**Supply network**

Pins as bars on the die edge. Tap cells in grey.
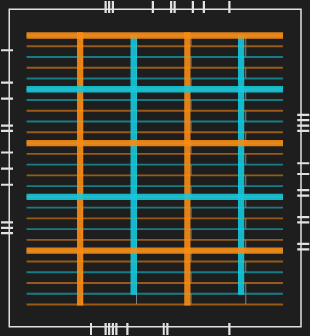
**Cell classes on the final placement**

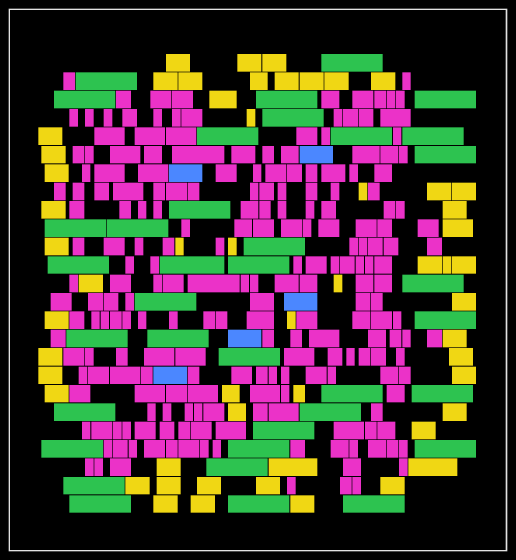
**Clock distribution**

Bar = 20 µm.
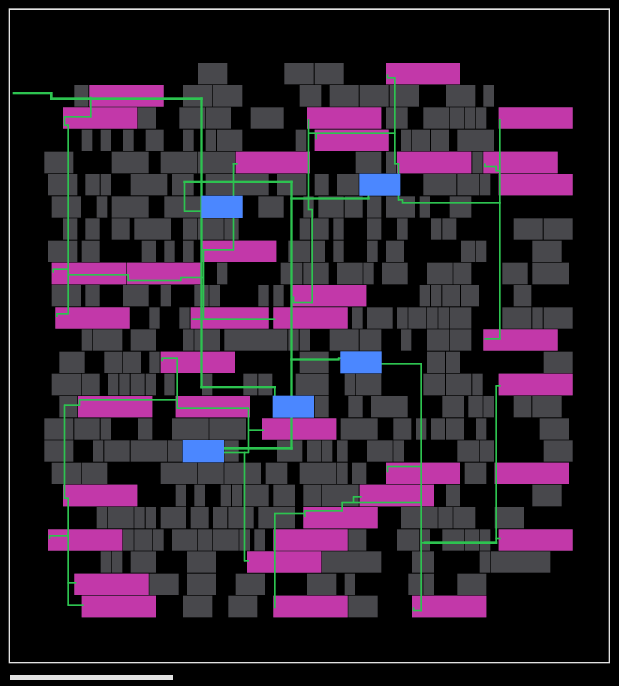
**Routed metal, one colour a layer**

Bar = 20 µm.
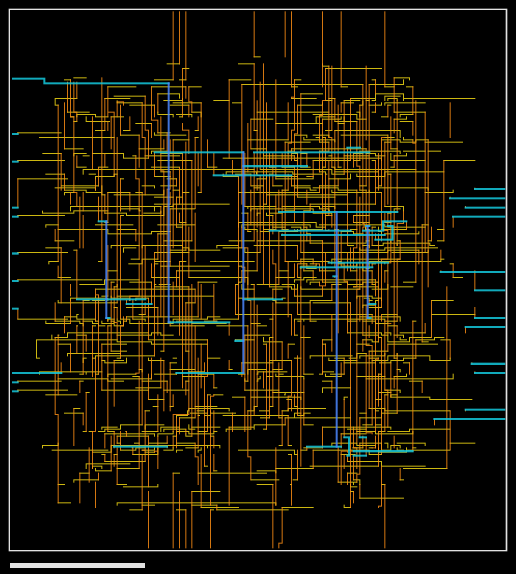
**config.mk**
```make
export PLATFORM = sky130hd
export DESIGN_NAME = comparator_bist_driver
export DESIGN_NICKNAME = d
export VERILOG_FILES = /design/src/rtl/comparator_bist_driver.sv
export SDC_FILE = /design/constraint.sdc
export NUM_CORES = 1
export LEC_CHECK = 0
export ABC_CLOCK_PERIOD_IN_PS = 2850
export CORE_ASPECT_RATIO = 1.1
export CORE_MARGIN = 4
export CORE_UTILIZATION = 50
export CTS_CLUSTER_DIAMETER = 40
export DETAILED_ROUTE_END_ITERATION = 8
export GPL_TIMING_DRIVEN = 0
export PLACE_DENSITY = 0.73
export SLEW_MARGIN = 20
export SYNTH_ARGS = -nofsm -noshare
export SYNTH_HDL_FRONTEND = slang
export SYNTH_SLANG_ARGS = --single-unit
```
**constraint.sdc**
```tcl
create_clock -name clk -period 2.85 [get_ports clk]
set_clock_uncertainty 0.15 [all_clocks]
set_input_delay 0.285 -clock clk [delete_from_list [all_inputs] [get_ports clk]]
set_output_delay 0.285 -clock clk [all_outputs]
set_load 0.05 [all_outputs]
```
**src/rtl/comparator_bist_driver.sv**
```systemverilog
// Exhaustive sweep driver and response checker for a WIDTH-bit magnitude comparator (AgB/BgA/AeB).
// Optional first-failure capture ports are enabled by defining COMP_BIST_FIRST_FAIL_EN.
module comparator_bist_driver #(
    parameter int WIDTH  = 8,
    parameter int SETTLE = 1,
    parameter int ERR_W  = 16
) (
    input  logic             clk,
    input  logic             rst,
    input  logic             start,
    output logic             busy,
    output logic             done,
    output logic             pass,
    output logic [WIDTH-1:0] dut_a,
    output logic [WIDTH-1:0] dut_b,
    input  logic             dut_agb,
    input  logic             dut_bga,
    input  logic             dut_aeb,
    output logic [ERR_W-1:0] err_count
`ifdef COMP_BIST_FIRST_FAIL_EN
    ,
    output logic             fail_valid,
    output logic [WIDTH-1:0] fail_a,
    output logic [WIDTH-1:0] fail_b
`endif
);

    localparam int CNT_W = 2 * WIDTH;
    localparam int SET_W = (SETTLE > 1) ? $clog2(SETTLE) : 1;
    localparam logic [SET_W-1:0] SETTLE_LOAD = SET_W'(SETTLE - 1);
    localparam logic [ERR_W-1:0] ERR_MAX = {ERR_W{1'b1}};

    typedef enum logic [1:0] {
        IDLE   = 2'd0,
        DRIVE  = 2'd1,
        SAMPLE = 2'd2,
        DONE   = 2'd3
    } state_t;

    state_t             state_r;
    logic [CNT_W-1:0]   cnt_r;
    logic [SET_W-1:0]   settle_r;
    logic               busy_r;
    logic               done_r;
    logic [ERR_W-1:0]   err_count_r;
    logic               mismatch_s;
    logic [ERR_W-1:0]   err_next_s;
`ifdef COMP_BIST_FIRST_FAIL_EN
    logic               fail_valid_r;
    logic [WIDTH-1:0]   fail_a_r;
    logic [WIDTH-1:0]   fail_b_r;
`endif

    // Operands come straight from the vector counter flops, so they are registered.
    assign dut_a     = cnt_r[CNT_W-1:WIDTH];
    assign dut_b     = cnt_r[WIDTH-1:0];
    assign busy      = busy_r;
    assign done      = done_r;
    assign err_count = err_count_r;
    assign pass      = done_r && (err_count_r == {ERR_W{1'b0}});
`ifdef COMP_BIST_FIRST_FAIL_EN
    assign fail_valid = fail_valid_r;
    assign fail_a     = fail_a_r;
    assign fail_b     = fail_b_r;
`endif

    // Expected response and saturating error increment for the vector currently driven.
    always_comb begin
        mismatch_s = (dut_agb != (dut_a > dut_b)) ||
                     (dut_bga != (dut_b > dut_a)) ||
                     (dut_aeb != (dut_a == dut_b));
        if (err_count_r == ERR_MAX) begin
            err_next_s = err_count_r;
        end else begin
            err_next_s = err_count_r + ERR_W'(1);
        end
    end

    // Sweep sequencer: DRIVE holds each vector SETTLE cycles, SAMPLE checks it for one.
    always_ff @(posedge clk or posedge rst) begin
        if (rst) begin
            state_r     <= IDLE;
            cnt_r       <= {CNT_W{1'b0}};
            settle_r    <= {SET_W{1'b0}};
            busy_r      <= 1'b0;
            done_r      <= 1'b0;
            err_count_r <= {ERR_W{1'b0}};
`ifdef COMP_BIST_FIRST_FAIL_EN
            fail_valid_r <= 1'b0;
            fail_a_r     <= {WIDTH{1'b0}};
            fail_b_r     <= {WIDTH{1'b0}};
`endif
        end else begin
            case (state_r)
                IDLE, DONE: begin
                    if (start) begin
                        state_r     <= DRIVE;
                        cnt_r       <= {CNT_W{1'b0}};
                        settle_r    <= SETTLE_LOAD;
                        busy_r      <= 1'b1;
                        done_r      <= 1'b0;
                        err_count_r <= {ERR_W{1'b0}};
`ifdef COMP_BIST_FIRST_FAIL_EN
                        fail_valid_r <= 1'b0;
                        fail_a_r     <= {WIDTH{1'b0}};
                        fail_b_r     <= {WIDTH{1'b0}};
`endif
                    end
                end
                DRIVE: begin
                    if (settle_r == {SET_W{1'b0}}) begin
                        state_r <= SAMPLE;
                    end else begin
                        settle_r <= settle_r - SET_W'(1);
                    end
                end
                SAMPLE: begin
                    if (mismatch_s) begin
                        err_count_r <= err_next_s;
`ifdef COMP_BIST_FIRST_FAIL_EN
                        if (!fail_valid_r) begin
                            fail_valid_r <= 1'b1;
                            fail_a_r     <= dut_a;
                            fail_b_r     <= dut_b;
                        end
`endif
                    end
                    // The last vector ends the sweep without wrapping the counter.
                    if (&cnt_r) begin
                        state_r <= DONE;
                        busy_r  <= 1'b0;
                        done_r  <= 1'b1;
                    end else begin
                        state_r  <= DRIVE;
                        cnt_r    <= cnt_r + CNT_W'(1);
                        settle_r <= SETTLE_LOAD;
                    end
                end
                default: begin
                    state_r <= IDLE;
                    busy_r  <= 1'b0;
                    done_r  <= 1'b0;
                end
            endcase
        end
    end

endmodule

```
==> impl_metrics.tcl <==
# flow metrics
set metrics [dict create \
    status "complete, no violations" \
    clock_buffers 5 \
    warning_count 28 \
    ff_latch_area_um2 902.1 \
    ys_async_sr_fraction_pct 100.0 \
    grt_start_max_net_pins 25 \
    num_rows 25 \
    wl_per_cell_um 16.33 \
    layout_setup_ws_ps 110.8 \
    p_int_w 0.0008695 \
    cts_setup_buffers 0 \
    simple_gate_share_pct 28.77 \
    postPlaceCellArea_um2 2836 \
    adder_share_pct 6.926 \
    firstDrtPassIters 5 \
    lay_top_cells "39 x clkdlybuf4s50_1, 35 x dfrtp_1, 32 x nand2_1" \
    crit_top_cell "a211o_1" \
    cp-start-kind "flop" \
    hold_violations 0 \
    p_leak_nw 1.305 \
]
-- 'supply network' (at the start) --
[cyan] VDD
[orange] VSS
met1 rails: 26
tap cells: 54
core area: 4410 µm²
Peak VDD IR: 0.0002038 V
die width: 73.35 µm
DIE HEIGHT: 79.88 µm

-- 'cell classes on the final placement' (at the start) --
[green] flops | cells: 36
[yellow] other buffers and delay cells | cells: 54
[blue] clock drivers | cells: 5
[magenta] combinational and other logic | cells: 214

-- 'clock distribution' (at the start) --
[magenta] flip-flops | count: 36
[green] clock wires | length: 532 µm
[blue] clock drivers | count: 5
flops lie: all over the die
routed clock nets: 6

-- 'routed metal, one colour a layer' (at the start) --
[blue] metal 4 | wire length: 131 µm
[orange] metal 2 | wire length: 3,030 µm
[yellow] metal 1 | wire length: 2,460 µm
[cyan] metal 3 | wire length: 312 µm
Vias: 2,167
routed wire length: 5928 µm
gr usage total: 22.06%

synth_stat cells, types with 4 or more instances:
cell type and number:
nor2_1 24, o311ai_0 4, nand4_1 7, or4_1 10, o211ai_1 6, clkbuf_1 7
o21ai_0 5, nand2_1 32, or3_1 6, nand3_1 21, dfrtp_1 36, a21oi_1 6
xnor2_1 10, ha_1 13, inv_1 18, and3_1 6
per-layer routing:
layer  track usage (%)  vias to the layer above
met4             7.790                        0
met3             4.030                       14
met5                 0                        -
li1                  -                     1048
met2             38.64                       73
met1             26.66                     1032
sequential cells by signal, summed over array words and instances, names as in the netlist:
name and flops:
cnt_r 16, err_count 16, state_r 2, busy 1, done 1
